===== src/rtl/mem_arb_pkg.sv =====
// Shared definitions for the instruction/data memory arbiter.
//   arbState_t        : arbiter FSM states
//   OWNER_*           : encoding of the 'owner' status output
//   MAX_WAIT_DEFAULT  : default number of consecutive data grants that may
//                       pass a pending instruction request
package mem_arb_pkg;

  localparam int MAX_WAIT_DEFAULT = 4;
  localparam int ADDR_W           = 32;
  localparam int DATA_W           = 32;

  typedef enum logic [1:0] {
    IDLE   = 2'd0,
    BUSY_I = 2'd1,
    BUSY_D = 2'd2,
    RESP   = 2'd3
  } arbState_t;

  localparam logic [1:0] OWNER_NONE = 2'd0;
  localparam logic [1:0] OWNER_I    = 2'd1;
  localparam logic [1:0] OWNER_D    = 2'd2;

endpackage


===== src/rtl/mem_arbiter.sv =====
// Two-port arbiter sharing one backing memory between an instruction-fetch
// requester and a load/store requester. Data wins ties, except that after
// MAX_WAIT consecutive data grants with the instruction side waiting, the
// instruction side is served next.
//
// Ports
//   clk, rst                     : clock, synchronous active-high reset
//   i_req, i_addr                : instruction read request / word address
//   i_rdata, i_done              : instruction read data, one-cycle completion
//   d_req, d_we, d_addr, d_wdata : data request, write enable, address, data
//   d_rdata, d_done              : data read data, one-cycle completion
//   mem_req, mem_we, mem_addr,
//   mem_wdata                    : backing-memory request (held until ack)
//   mem_rdata, mem_ack           : backing-memory response
//   owner                        : 0 none, 1 instruction, 2 data
module mem_arbiter
  import mem_arb_pkg::*;
#(
  parameter int MAX_WAIT = MAX_WAIT_DEFAULT
) (
  input  logic              clk,
  input  logic              rst,
  input  logic              i_req,
  input  logic [ADDR_W-1:0] i_addr,
  output logic [DATA_W-1:0] i_rdata,
  output logic              i_done,
  input  logic              d_req,
  input  logic              d_we,
  input  logic [ADDR_W-1:0] d_addr,
  input  logic [DATA_W-1:0] d_wdata,
  output logic [DATA_W-1:0] d_rdata,
  output logic              d_done,
  output logic              mem_req,
  output logic              mem_we,
  output logic [ADDR_W-1:0] mem_addr,
  output logic [DATA_W-1:0] mem_wdata,
  input  logic [DATA_W-1:0] mem_rdata,
  input  logic              mem_ack,
  output logic [1:0]        owner
);

  localparam int CNT_W = $clog2(MAX_WAIT + 1);
  localparam logic [CNT_W-1:0] WAIT_LIMIT = CNT_W'(MAX_WAIT);

  arbState_t        state;
  logic [CNT_W-1:0] waitCnt;

  // Instruction side is served when it is alone or has been starved long enough.
  logic grantI;
  logic grantD;

  always_comb begin
    grantI = i_req && (!d_req || (waitCnt == WAIT_LIMIT));
    grantD = d_req && !grantI;
  end

  // The memory-side outputs double as the latched request: they are loaded
  // at the grant edge and stay frozen until the acknowledge.
  always_ff @(posedge clk) begin
    if (rst) begin
      state     <= IDLE;
      waitCnt   <= '0;
      mem_req   <= 1'b0;
      mem_we    <= 1'b0;
      mem_addr  <= '0;
      mem_wdata <= '0;
      i_rdata   <= '0;
      d_rdata   <= '0;
      i_done    <= 1'b0;
      d_done    <= 1'b0;
      owner     <= OWNER_NONE;
    end else begin
      i_done <= 1'b0;
      d_done <= 1'b0;
      case (state)
        IDLE: begin
          if (!i_req) begin
            waitCnt <= '0;
          end
          if (grantI) begin
            state     <= BUSY_I;
            mem_req   <= 1'b1;
            mem_we    <= 1'b0;
            mem_addr  <= i_addr;
            mem_wdata <= '0;
            owner     <= OWNER_I;
            waitCnt   <= '0;
          end else if (grantD) begin
            state     <= BUSY_D;
            mem_req   <= 1'b1;
            mem_we    <= d_we;
            mem_addr  <= d_addr;
            mem_wdata <= d_wdata;
            owner     <= OWNER_D;
            // Only count data grants that made the instruction side wait.
            if (i_req && (waitCnt != WAIT_LIMIT)) begin
              waitCnt <= waitCnt + CNT_W'(1);
            end
          end
        end
        BUSY_I: begin
          if (mem_ack) begin
            state   <= RESP;
            i_rdata <= mem_rdata;
            i_done  <= 1'b1;
            mem_req <= 1'b0;
            mem_we  <= 1'b0;
          end
        end
        BUSY_D: begin
          if (mem_ack) begin
            state   <= RESP;
            d_rdata <= mem_rdata;
            d_done  <= 1'b1;
            mem_req <= 1'b0;
            mem_we  <= 1'b0;
          end
        end
        RESP: begin
          state <= IDLE;
          owner <= OWNER_NONE;
        end
        default: begin
          state <= IDLE;
          owner <= OWNER_NONE;
        end
      endcase
    end
  end

endmodule


===== config.mk =====
export PLATFORM = sky130hd
export DESIGN_NAME = mem_arbiter
export DESIGN_NICKNAME = d
export VERILOG_FILES = /design/src/rtl/mem_arb_pkg.sv /design/src/rtl/mem_arbiter.sv
export SDC_FILE = /design/constraint.sdc
export NUM_CORES = 1
export LEC_CHECK = 0
export CORE_MARGIN = 2
export CORE_UTILIZATION = 35
export DETAILED_ROUTE_END_ITERATION = 8
export GPL_TIMING_DRIVEN = 0
export PLACE_DENSITY = 0.81
export SYNTH_ARGS = -nofsm -noshare
export SYNTH_HDL_FRONTEND = slang
export SYNTH_SLANG_ARGS = --single-unit

===== constraint.sdc =====
create_clock -name clk -period 1.9 [get_ports clk]
set_clock_uncertainty 0.15 [all_clocks]
set_input_delay 0.19 -clock clk [delete_from_list [all_inputs] [get_ports clk]]
set_output_delay 0.19 -clock clk [all_outputs]
set_load 0.02 [all_outputs]

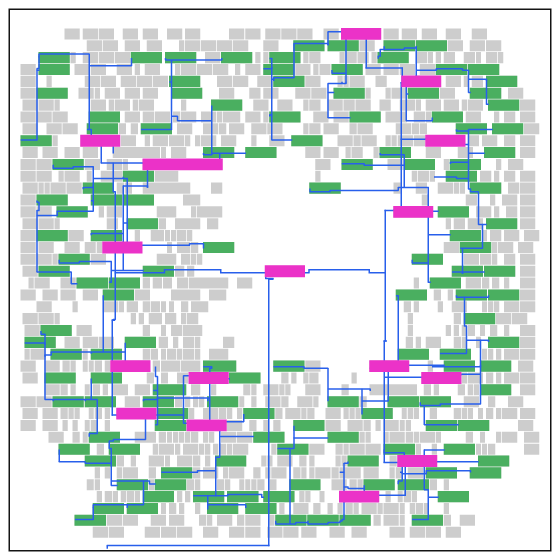
*Clock wires, drivers and flops*
Magenta stands for clock drivers, count 17. Blue stands for clock wires, length 1710 um. Green stands for flip-flops, count 139.
Position of the flops: spread over the die. There are 18 routed clock nets.

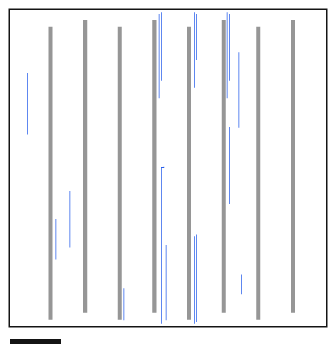
*M4 wires*
Bar = 20 um. Supply wires on this layer in gray.
The wires run mostly vertical. The layer carries 465 um of wire. The layer holds 2.8% of the routed length. 14 nets have wire on it.

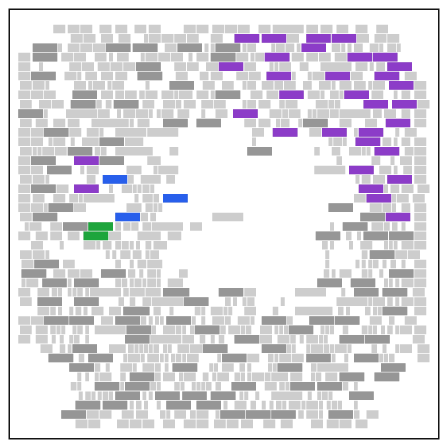
*Register map, names as in the netlist*
Purple stands for mem_wdata, sequential cells 32, where north-east. Blue stands for waitCnt, sequential cells 3. Green stands for owner, sequential cells 2.

==> flow_metrics.env <==
# yosys + openroad results
export IMPL_yosysCellCount=570
export IMPL_yosysWarnings=0
export IMPL_layout_top_cell="clkdlybuf4s50_1"
export IMPL_maxCapViolCount=0
export IMPL_aoi_share_pct=20.15
export IMPL_p_per_area_nw_per_um2=1317
export IMPL_switching_share_pct=33.02
export IMPL_crit_chain="inv_2 -> ha_4 -> buf_6 -> nand2_1 -> a31oi_1 -> buf_6 -> buf_8 -> a222oi_1 -> nor2_1"
export IMPL_clk_latency_ns=0.41
export IMPL_crit_arrival_ns=1.95
export IMPL_flop_cell="dfxtp_1"
export IMPL_vdd_drop_max_mv=0.7116
export IMPL_post_route_util_pct=61.59
export IMPL_clk_power_uw=3340
export IMPL_ios=268
export IMPL_synth_async_reset_ratio_pct=0
export IMPL_synth_simple_area_share_pct=17.38
export IMPL_reg2reg_to="mem_addr[20]$_SDFFE_PP0P_"
export IMPL_ys_sh_xor_pct=0
export IMPL_die_height_um=123.8
export IMPL_dpl_cell_area_um2=7901
export IMPL_numCtsBuffers=17
export IMPL_cts_resized=5
export IMPL_tns_ns=0
export IMPL_dp_cells=1015
export IMPL_internal_power_uw=7573
export IMPL_ys_sh_adder_pct=1.743
export IMPL_avgSynthCellArea_um2=8.813
export IMPL_grt_antenna_before_repair=0
export IMPL_critPathLaunchType="flop"
export IMPL_drc_errors=0
export IMPL_wire_per_inst_um=15.90
export IMPL_finalNonFillerCells=1053
export IMPL_top_power_group="combinational cells"
export IMPL_layout_drive_gt1_share_pct=7.789
export IMPL_syn_inst=570
export IMPL_fp_util_pct=36.05
export IMPL_first_global_vias=4902
export IMPL_synth_top_cell_by_count="nand2_1"
export IMPL_area_leaders="dfxtp_1, nand2_1, a21oi_1"
export IMPL_ys_ff=139
export IMPL_end_kind="flop"
export IMPL_ctsRootBufferMaster="clkbuf_16"
export IMPL_grt_use_total_pct=21.04
export IMPL_setup_ws_ns=0.08624
export IMPL_mostFrequentLayoutCells="clkdlybuf4s50_1, nand2_1, dfxtp_1"
export IMPL_tightest_slew_ns=0.6867
export IMPL_slew_violations=0
export IMPL_area_growth_pct=70.83
export IMPL_pre_cts_slack_ns=-0.1385
export IMPL_powerComb_uw=4280
export IMPL_finalNetCount=1001
export IMPL_pwr_share_clk_pct=29.6
export IMPL_max_freq_mhz=551.3
export IMPL_rr_worst_depth=9
export IMPL_crit_path_top_delay_cell="a222oi_1"
export IMPL_status="finished, final reports clean"
export IMPL_timing_critical_path_buf_inv=4
export IMPL_vias_per_cell=5.082
export IMPL_worstHoldPathType="in -> reg"
export IMPL_critPathMaxStageDelay_ns=0.35
export IMPL_slew_headroom_pct=54.22
export IMPL_first_pass_iters=7
export IMPL_power_switching_uw=3733
export IMPL_period_used_pct=95.46
export IMPL_cp_required_ns=2.04
export IMPL_hold_viol=0
export IMPL_synth_area_leader_cell="dfxtp_1"
export IMPL_fillerInstances=1184
export IMPL_ant_nets=0
export IMPL_grt_pass1_wl_um=24660
export IMPL_reg2reg_from="state[0]$_SDFFE_PP0P_"
export IMPL_top_cell_area_share_pct=55.39
export IMPL_p_leak_uw=0.003173
export IMPL_clk_path_buf_depth=2
export IMPL_critPathTopFamily="buffers and inverters"
export IMPL_drt_iter0_markers=372
export IMPL_cts_setup_buffers=2
export IMPL_h_tree_depth=4
export IMPL_pwr_share_comb_pct=37.9
export IMPL_cts_tree="yes"
export IMPL_setup_viol=0
export IMPL_period_needed_ns=1.814
export IMPL_num_antenna_cells=0
export IMPL_critPathKind="reg -> reg"
export IMPL_rsz0062_at_grt="true"
export IMPL_syn_cell_area_um2=5024
export IMPL_dpl_hpwl_um=12220
export IMPL_yosys_stat_area_um2=5024
export IMPL_path_depth=9
export IMPL_seq_area_frac_synth_pct=55.39
export IMPL_reg2reg_setup_slack_ns=0.09
export IMPL_power_share_sequential_pct=32.5
export IMPL_ctsHoldBuffers=0
export IMPL_clkTransAtPathRegs_ns=0.06
export IMPL_fp_dieW_um=123.8
export IMPL_grt_max_degree=17
export IMPL_stdcell_area_um2=8582
export IMPL_synth_cell_types=29
export IMPL_clock_sinks=139
export IMPL_overflow=0
export IMPL_synthMuxAreaShare_pct=0
export IMPL_fp_row_count=43
export IMPL_crit_top_cell="buf_6"
export IMPL_synth_edff_count=0
export IMPL_syn_num_nets=711
export IMPL_cp_startpoint="state[0]$_SDFFE_PP0P_"
export IMPL_gp_congestion=0.8180
export IMPL_p_seq_uw=3680
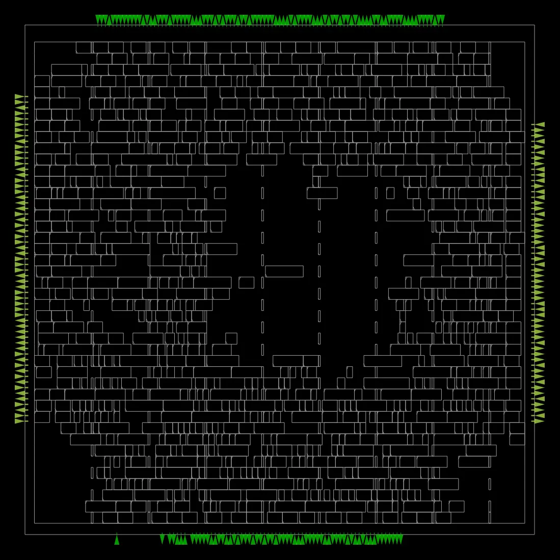
*Cell outlines without signal wires*
flop share of the area: 32.45%
core area: 13930 um^2

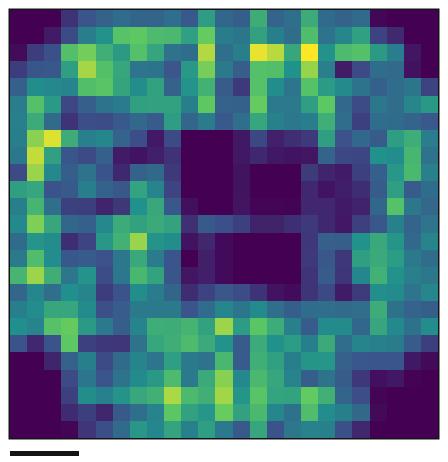
*Wiring heat map*
Bar = 20 um. 25 x 25 tiles, from dark purple (low) to yellow (high), scaled to the fullest tile. Values are wire area over tile area, all layers added.
The densest ninth of the die: south. 27% of the tiles are over half the peak. 12% of the tiles are nearly empty.

worst min-delay path by stage:
stage	start	endpoint	slack (ns)
final	rst	d_rdata[14]$_SDFFE_PP0P_	0.08
after global routing	rst	d_rdata[8]$_SDFFE_PP0P_	0.11
after CTS	d_req	waitCnt[2]$_SDFFE_PP0N_	0.03
after detailed placement	d_rdata[24]$_SDFFE_PP0P_	d_rdata[24]$_SDFFE_PP0P_	0.30
after global placement	d_rdata[1]$_SDFFE_PP0P_	d_rdata[1]$_SDFFE_PP0P_	0.29
after floorplan	mem_rdata[0]	d_rdata[0]$_SDFFE_PP0P_	0.18
metrics by stage:
stage,power (uW),hold WS [ns]
2_1_floorplan,6042,0.1760
3_3_place_gp,7731,0.2908
3_5_place_dp,7784,0.2958
4_1_cts,11220,0.03206
5_1_grt,11900,0.1063
6_report,11310,0.07826
worst reg2reg max path, stage by stage, from the launching register on:
cell and delay (ns):
dfxtp_2 0.33, inv_2 0.06, ha_4 0.16, buf_6 0.12, nand2_1 0.05, a31oi_1 0.05
buf_6 0.17, buf_8 0.14, a222oi_1 0.35, nor2_1 0.09
metal layers:
metal  vias up  part of all wire (%)  global-route usage (%)
met4         0                   2.8                   10.65
li1       2563                     -                       -
met1      2541                    41                   25.59
met2       210                    48                   33.69
met3        37                   7.9                   6.364
met5         -                     0                       0
area by class of cell:
| cell class | instances | area [um^2] | area share, % |
|---|---|---|---|
| sequential | 139 | 2785 | 32.45 |
| inverter | 6 | 22.52 | 0.2624 |
| buffer | 48 | 254.0 | 2.960 |
| multi-input combinational | 377 | 2003 | 23.34 |
| clock inverter | 8 | 115.1 | 1.341 |
| tap | 180 | 225.2 | 2.624 |
| timing repair buffer | 271 | 2695 | 31.40 |
| clock buffer | 24 | 481.7 | 5.613 |
Power is estimated from default activity; no workload was simulated.
